### Cell outlines without signal wires, run 1

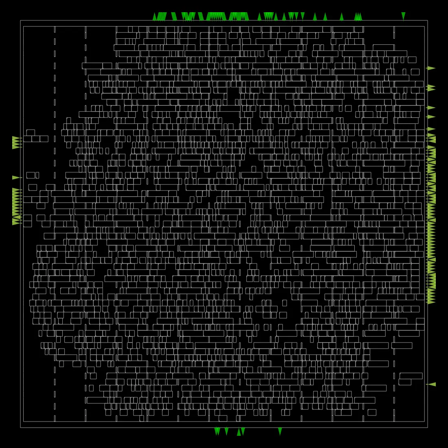
### Register map, names as in the netlist, run 1

Scale bar: 50 um.
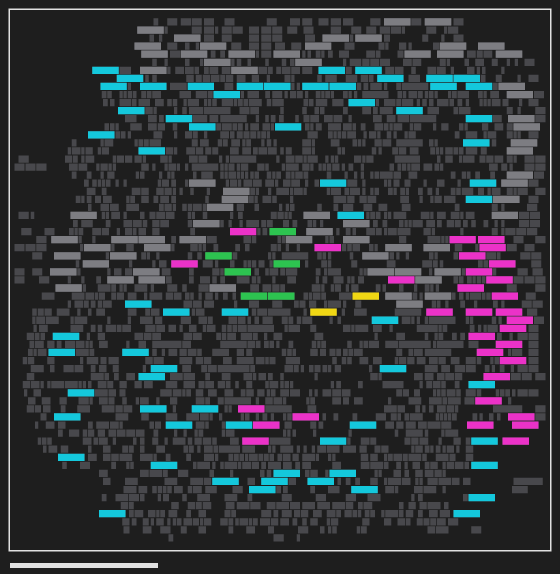
### Clock wires, drivers and flops, run 1

Scale bar: 50 um.
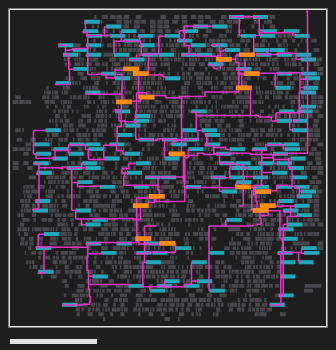
### Signal metal coverage by tile, run 1

36 x 36 tiles, from dark blue (low) to red (high), scaled to the fullest tile. Values are wire area over tile area, all layers added.
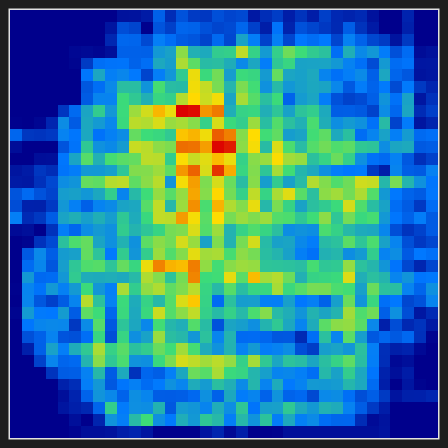
File: config.mk
export PLATFORM = sky130hd
export DESIGN_NAME = mult_div_unit
export DESIGN_NICKNAME = d
export VERILOG_FILES = /design/src/rtl/mult_div_unit.sv
export SDC_FILE = /design/constraint.sdc
export NUM_CORES = 1
export LEC_CHECK = 0
export CORE_UTILIZATION = 45
export CTS_CLUSTER_DIAMETER = 30
export DETAILED_ROUTE_END_ITERATION = 10
export GPL_TIMING_DRIVEN = 0
export PLACE_DENSITY_LB_ADDON = 0.3
export SLEW_MARGIN = 15
export SYNTH_ARGS = -nofsm -noshare
export SYNTH_HDL_FRONTEND = slang
export SYNTH_SLANG_ARGS = --single-unit
File: constraint.sdc
create_clock -name clk -period 4.3 [get_ports clk]
set_clock_uncertainty 0.15 [all_clocks]
set_input_delay 0.86 -clock clk [delete_from_list [all_inputs] [get_ports clk]]
set_output_delay 0.86 -clock clk [all_outputs]
set_load 0.01 [all_outputs]
File: src/rtl/mult_div_unit.sv
// Sequential MIPS mult/multu/div/divu unit: shift-add multiply and
// restoring divide over 32 iterations, sign fix-up applied at the end.
module mult_div_unit #(
  parameter int WIDTH = 32,
  parameter int CNT_W = 6
) (
  input  logic             clk,
  input  logic             reset_n,
  input  logic             start,
  input  logic [1:0]       op,
  input  logic [WIDTH-1:0] operand_a,
  input  logic [WIDTH-1:0] operand_b,
  output logic             busy,
  output logic             done,
  output logic             div_by_zero,
  output logic [WIDTH-1:0] hi,
  output logic [WIDTH-1:0] lo
);

  typedef enum logic [1:0] {
    S_IDLE,
    S_RUN,
    S_FIX,
    S_DONE
  } state_e;

  state_e state_q, state_d;
  logic [CNT_W-1:0] cnt_q, cnt_d;
  logic [2*WIDTH-1:0] acc_q, acc_d;
  logic [WIDTH-1:0] opb_q, opb_d;
  logic is_div_q, is_div_d;
  logic neg_p_q, neg_p_d;
  logic neg_r_q, neg_r_d;
  logic [WIDTH-1:0] hi_q, hi_d;
  logic [WIDTH-1:0] lo_q, lo_d;
  logic dbz_q, dbz_d;

  logic a_neg, b_neg;
  logic [WIDTH-1:0] a_mag, b_mag;
  logic accept;
  logic [WIDTH:0] add_sum;
  logic [2*WIDTH-1:0] mul_next;
  logic [WIDTH:0] rem_sh, diff;
  logic q_bit;
  logic [WIDTH-1:0] new_rem;
  logic [2*WIDTH-1:0] div_next;
  logic [2*WIDTH-1:0] prod_fix;
  logic [WIDTH-1:0] quo_fix, rem_fix;

  assign a_neg = op[0] & operand_a[WIDTH-1];
  assign b_neg = op[0] & operand_b[WIDTH-1];
  assign a_mag = a_neg ? -operand_a : operand_a;
  assign b_mag = b_neg ? -operand_b : operand_b;
  assign accept = start &
                  ((state_q == S_IDLE) | (state_q == S_DONE));

  // acc holds {partial product, multiplier} or {remainder, dividend/quotient}
  assign add_sum = {1'b0, acc_q[2*WIDTH-1:WIDTH]} +
                   (acc_q[0] ? {1'b0, opb_q} : '0);
  assign mul_next = {add_sum, acc_q[WIDTH-1:1]};

  assign rem_sh = acc_q[2*WIDTH-1:WIDTH-1];
  assign diff = rem_sh - {1'b0, opb_q};
  assign q_bit = ~diff[WIDTH];
  assign new_rem = q_bit ? diff[WIDTH-1:0] : rem_sh[WIDTH-1:0];
  assign div_next = {new_rem, acc_q[WIDTH-2:0], q_bit};

  assign prod_fix = neg_p_q ? -acc_q : acc_q;
  assign quo_fix = neg_p_q ? -acc_q[WIDTH-1:0] : acc_q[WIDTH-1:0];
  assign rem_fix = neg_r_q ? -acc_q[2*WIDTH-1:WIDTH]
                           : acc_q[2*WIDTH-1:WIDTH];

  always_comb begin
    state_d = state_q;
    cnt_d = cnt_q;
    acc_d = acc_q;
    opb_d = opb_q;
    is_div_d = is_div_q;
    neg_p_d = neg_p_q;
    neg_r_d = neg_r_q;
    hi_d = hi_q;
    lo_d = lo_q;
    dbz_d = dbz_q;
    unique case (state_q)
      S_IDLE, S_DONE: begin
        if (state_q == S_DONE) state_d = S_IDLE;
        if (accept) begin
          if (op[1] && (operand_b == '0)) begin
            state_d = S_DONE;
            hi_d = operand_a;
            lo_d = '1;
            dbz_d = 1'b1;
          end else begin
            state_d = S_RUN;
            cnt_d = '0;
            acc_d = op[1] ? {{WIDTH{1'b0}}, a_mag}
                          : {{WIDTH{1'b0}}, b_mag};
            opb_d = op[1] ? b_mag : a_mag;
            is_div_d = op[1];
            neg_p_d = a_neg ^ b_neg;
            neg_r_d = a_neg;
            dbz_d = 1'b0;
          end
        end
      end
      S_RUN: begin
        if (cnt_q == CNT_W'(WIDTH)) begin
          state_d = S_FIX;
        end else begin
          acc_d = is_div_q ? div_next : mul_next;
          cnt_d = cnt_q + 1'b1;
        end
      end
      S_FIX: begin
        state_d = S_DONE;
        hi_d = is_div_q ? rem_fix : prod_fix[2*WIDTH-1:WIDTH];
        lo_d = is_div_q ? quo_fix : prod_fix[WIDTH-1:0];
      end
      default: state_d = S_IDLE;
    endcase
  end

  always_ff @(posedge clk or negedge reset_n) begin
    if (!reset_n) begin
      state_q <= S_IDLE;
      cnt_q <= '0;
      acc_q <= '0;
      opb_q <= '0;
      is_div_q <= 1'b0;
      neg_p_q <= 1'b0;
      neg_r_q <= 1'b0;
      hi_q <= '0;
      lo_q <= '0;
      dbz_q <= 1'b0;
    end else begin
      state_q <= state_d;
      cnt_q <= cnt_d;
      acc_q <= acc_d;
      opb_q <= opb_d;
      is_div_q <= is_div_d;
      neg_p_q <= neg_p_d;
      neg_r_q <= neg_r_d;
      hi_q <= hi_d;
      lo_q <= lo_d;
      dbz_q <= dbz_d;
    end
  end

  assign busy = (state_q == S_RUN) | (state_q == S_FIX);
  assign done = (state_q == S_DONE);
  assign div_by_zero = dbz_q;
  assign hi = hi_q;
  assign lo = lo_q;

endmodule

==> out/metrics.yaml, run 1 <==
place_inst: 2363
place_ws_ns: -0.833
postLayoutSetupSlackWorst_ns: 0.0631
top_area_cell: "dfrtp_1"
simple_gate_area_frac: 0.175
gp_congestion: 0.984
post_drt_via_cell_ratio: 6.38
finalInstanceArea_um2: 17300
status: "finished clean"
cts_root_buf: "clkbuf_16"
aoi_share: 0.258
seqPwrFrac: 0.208
switching_share: 0.525
edf_count: 0
hp-class: "primary input to async pin"
top_cell: "nand2_1"
grt_first_pass_wirelength_mm: 84.4
final-comb-area_um2: 9750
antenna_found_initial: 2
final_antenna_net_count: 0
async_reset_ff_frac: 1.00
grt_pass1_vias: 13900
arrival_ns: 4.39
fa_ha_area_frac: 0.0652
xor_share: 0.105
synthesis.area_um2: 14600
p_sw_mw: 7.97
crit_path_end_kind: "flip-flop"
vdd_drop_max_mv: 0.398
fin_hold_ws_ns: 0.146
fin_crit_ns: 4.24
Notes on 'Cell outlines without signal wires' above:
fin cells: 2397
Flops: 172
Core Footprint: 31700 um^2

Notes on 'Register map, names as in the netlist' above:
| color | netlist name | sequential cells |
|---|---|---|
| cyan | acc_q | 64 |
| magenta | hi | 32 |
| yellow | state_q | 2 |
| green | cnt_q | 6 |
not colored: 68
flop share of the area: 0.249
final design utilization: 0.545
sequential power: 3.16 mW

Notes on 'Clock wires, drivers and flops' above:
[magenta] clock wires | length: 2690 um
[orange] clock drivers | count: 17
[cyan] flip-flops | count: 172
routed clock nets: 18
flops lie: spread over the die
clock group power: 1.68 mW
Clock power frac: 0.111
Worst-Skew Late Latency: 0.44 ns

Notes on 'Signal metal coverage by tile' above:
tiles over half the peak: 21%
mean over tiles: 0.28
densest ninth of the die: middle
WL/cell: 23.3 um
via count: 15.3k
Total Wirelength: 55.8 mm
gr usage total: 0.334

run 1: critical path: stages:
cell	delay (ns)
clkdlybuf4s50_1	0.50
or4_1	0.64
nor4_1	0.38
and4_2	0.37
nand3_1	0.29
and2_1	0.29
clkbuf_1	0.16
clkbuf_1	0.32
clkbuf_2	0.35
nand2_1	0.14
o21ai_0	0.09
run 1: state kept, by name, indices dropped and copies added (netlist names):
name and flops:
hi 32, acc_q 64, neg_p_q 1, neg_r_q 1, cnt_q 6, state_q 2
div_by_zero 1, lo 32, is_div_q 1, opb_q 32
run 1: path summary, 6_finish.rpt:
kind / start / to / slack [ns] / depth (start not counted)
min: reset_n / acc_q[38]$_DFFE_PN0P_ / 0.15 / 1
max in group asynchronous: reset_n / acc_q[21]$_DFFE_PN0P_ / 2.82 / 3
min reg2reg: hi[7]$_DFFE_PN0P_ / hi[7]$_DFFE_PN0P_ / 0.33 / 2
min in group clk: hi[7]$_DFFE_PN0P_ / hi[7]$_DFFE_PN0P_ / 0.33 / 2
max reg2reg: acc_q[31]$_DFFE_PN0P_ / acc_q[63]$_DFFE_PN0P_ / 0.12 / 14
max: operand_b[25] / hi[16]$_DFFE_PN0P_ / 0.06 / 11
run 1: cell type report:
class	count	area share
Inverter	65	0.0141
Clock inverter	13	0.00897
Sequential cell	172	0.249
Multi-Input combinational cell	1482	0.563
Tap cell	402	0.0291
Timing Repair Buffer	138	0.0827
Buffer	106	0.0267
Clock buffer	19	0.0262
run 1: timing repair:
action / CTS / global route
pin swaps: 1 / 2
setup buffers: 2 / 0
endpoints found under the setup margin: 88 / 72
resized: 13 / 20
run 1: metal layers:
metal	global-route usage	vias to the layer above
met2	0.502	870
met1	0.479	7358
met3	0.0535	139
met5	0	-
met4	0.127	0
li1	-	6924
--- run 2 (diff from run 1) ---
--- a/config.mk
+++ b/config.mk
@@ -5,7 +5,7 @@
 export SDC_FILE = /design/constraint.sdc
 export NUM_CORES = 1
 export LEC_CHECK = 0
-export CORE_UTILIZATION = 45
+export CORE_UTILIZATION = 61
 export CTS_CLUSTER_DIAMETER = 30
 export DETAILED_ROUTE_END_ITERATION = 10
 export GPL_TIMING_DRIVEN = 0
==> constraint.sdc (replaced) <==
create_clock -name clk -period 4.9 [get_ports clk]
set_clock_uncertainty 0.15 [all_clocks]
set_input_delay 0.98 -clock clk [delete_from_list [all_inputs] [get_ports clk]]
set_output_delay 0.98 -clock clk [all_outputs]
set_load 0.01 [all_outputs]
==> run 2 against run 1 <==
Net effect:
- register-to-register slack got worse by 0.02 ns
- die area decreased by 26%
- worst setup slack better by 0.034 ns
- cell area is 1.7% lower
- worst hold slack lost 0.0018 ns
- combinational power decreased by about 10%
- synthesized cell count is the same
- highest routed layer is now met5
- first-iteration DRC count increased by 0.65%
- non-clock buffer count down 2
- utilization increased by 18 points
==> out/metrics.yaml, run 2 <==
status: "finished clean"
antenna_found_initial: 1
postCtsSetupBuffers: 0
hp-class: "primary input to async pin"
largest-register: "acc_q"
p_clk_frac: 0.109
vdd_drop_max_mv: 0.383
gp_congestion: 0.998
fin_crit_ns: 4.80
top_area_cell: "dfrtp_1"
async_reset_ff_frac: 1.00
ctsResizeCount: 0
clkTransAtPathRegs_ns: 0.08
final_antenna_net_count: 0
grt_use_total: 0.442
post_drt_via_cell_ratio: 6.76
rr_startpoint: "acc_q[31]$_DFFE_PN0P_"
cp_num_buf_inv: 2
grt_first_pass_wirelength_mm: 81.6
wire_per_inst_um: 23.2
crit_path_end_kind: "flip-flop"
drt-total-wl_mm: 53.5
cap_violations: 0
largest_reg_flops: 64
vias: 15600
crit_path_cell_trace: "inv_1 > ha_1 > fa_1 > nand2b_1 > a21oi_1 > o211ai_1 > nand3_1 > a31oi_1 > o211ai_1 > xor2_2 > buf_2 > mux2i_1 > o21ai_0"
synthesis.area_um2: 14600
switching_share: 0.532
fin_hold_ws_ns: 0.144
grt_pass1_vias: 14300
grt_overflow: 0
cpMostUsedCell: "o211ai_1"
place_ws_ns: -0.349
synthTopCellsByCount: "nand2_1 (187), o21ai_0 (186), nor2_1 (181)"
power_frac_comb: 0.680
timing_worst_setup_path_type: "flip-flop to flip-flop"
final-comb-area_um2: 9630
top_cell: "nand2_1"
clock.latency.late_pin_ns: 0.46
critPathMaxStageDelay_ns: 0.62
place_inst: 2280
arrival_ns: 4.96
critical_path.top_delay_family: "AND-OR/OR-AND gates"
p_sw_mw: 7.02
seqPwrFrac: 0.211
cts_root_buf: "clkbuf_16"
crit_slowest_cell: "xor2_2"
==> run 2: cell counts after synthesis <==
No cell type changed its count.
==> run 2: power by group through the flow <==
stage,Sequential [mW],Clock (mW),Combinational [mW]
2_1_floorplan,2.61,0,5.96
3_3_place_gp,2.74,0,8.40
3_5_place_dp,2.77,0,8.61
4_1_cts,2.74,1.42,8.68
5_1_grt,2.84,1.48,9.70
6_report,2.79,1.43,8.98
==> run 2: layout make-up <==
| type | count | area share |
|---|---|---|
| plain buffers | 106 | 0.0262 |
| clock buffers | 18 | 0.0252 |
| clock inverters | 14 | 0.00876 |
| inverters | 65 | 0.0144 |
| multi-input cells | 1482 | 0.566 |
| flip-flops and latches | 172 | 0.253 |
| well taps | 319 | 0.0235 |
| repair buffers | 136 | 0.0823 |
==> run 2: cells by family after synthesis <==
group | after synthesis | share of synthesized area
fa+ha+maj | 75 | 0.0652
buf+inv | 171 | 0.0472
flops | 172 | 0.295
xor+xnor | 174 | 0.105
simple gates | 549 | 0.175
compound gates | 608 | 0.258
mux | 76 | 0.0548
==> run 2: metal layers <==
layer,GRT usage,wire length (um),up-vias,share of wire
li1,-,-,6904,-
met1,0.606,21400,7405,0.40
met2,0.640,22400,1099,0.42
met3,0.0964,6490,221,0.12
met4,0.244,3190,4,0.060
met5,0.0228,88,-,0.0016
==> run 2: final timing paths <==
check / cells after the start / slack (ns) / to
max reg2reg: 13 / 0.1 / acc_q[36]$_DFFE_PN0P_
min in group clk: 1 / 0.33 / opb_q[19]$_DFFE_PN0P_
min: 1 / 0.14 / acc_q[40]$_DFFE_PN0P_
min reg2reg: 1 / 0.33 / opb_q[19]$_DFFE_PN0P_
max in group asynchronous: 3 / 3.40 / lo[30]$_DFFE_PN0P_
max: 13 / 0.1 / acc_q[36]$_DFFE_PN0P_
### Cells by drive strength, run 2

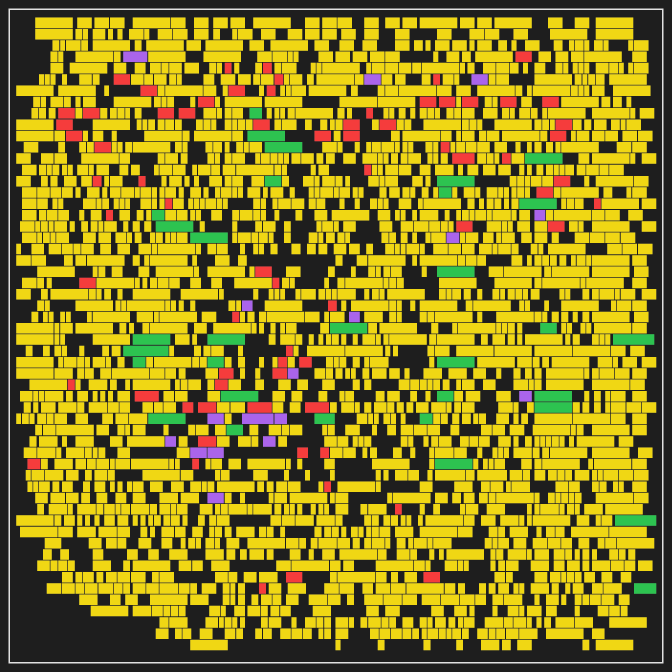
| color | size | cells |
|---|---|---|
| yellow | _0 and _1 cells | 1874 |
| purple | _3 and _4 cells | 17 |
| red | _2 cells | 70 |
| green | _6 and larger | 32 |
final worst slack: 0.0970 ns
bufs w/o clock: 242
design area: 17000 um^2
area delta synth->final: 16.3%

### Cell outlines without signal wires, run 2

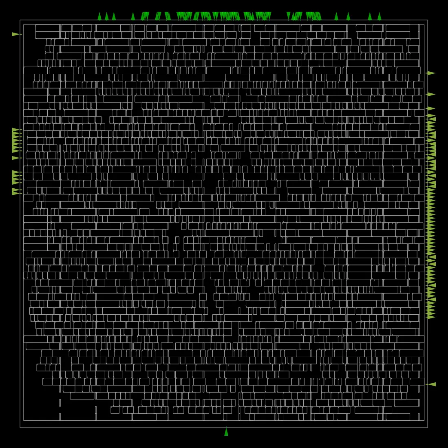
flop share of the area: 0.253
final design utilization: 0.724
Core Footprint: 23500 um^2
fin cells: 2312

Power figures rest on the tool's default switching activity, not on a simulated workload.
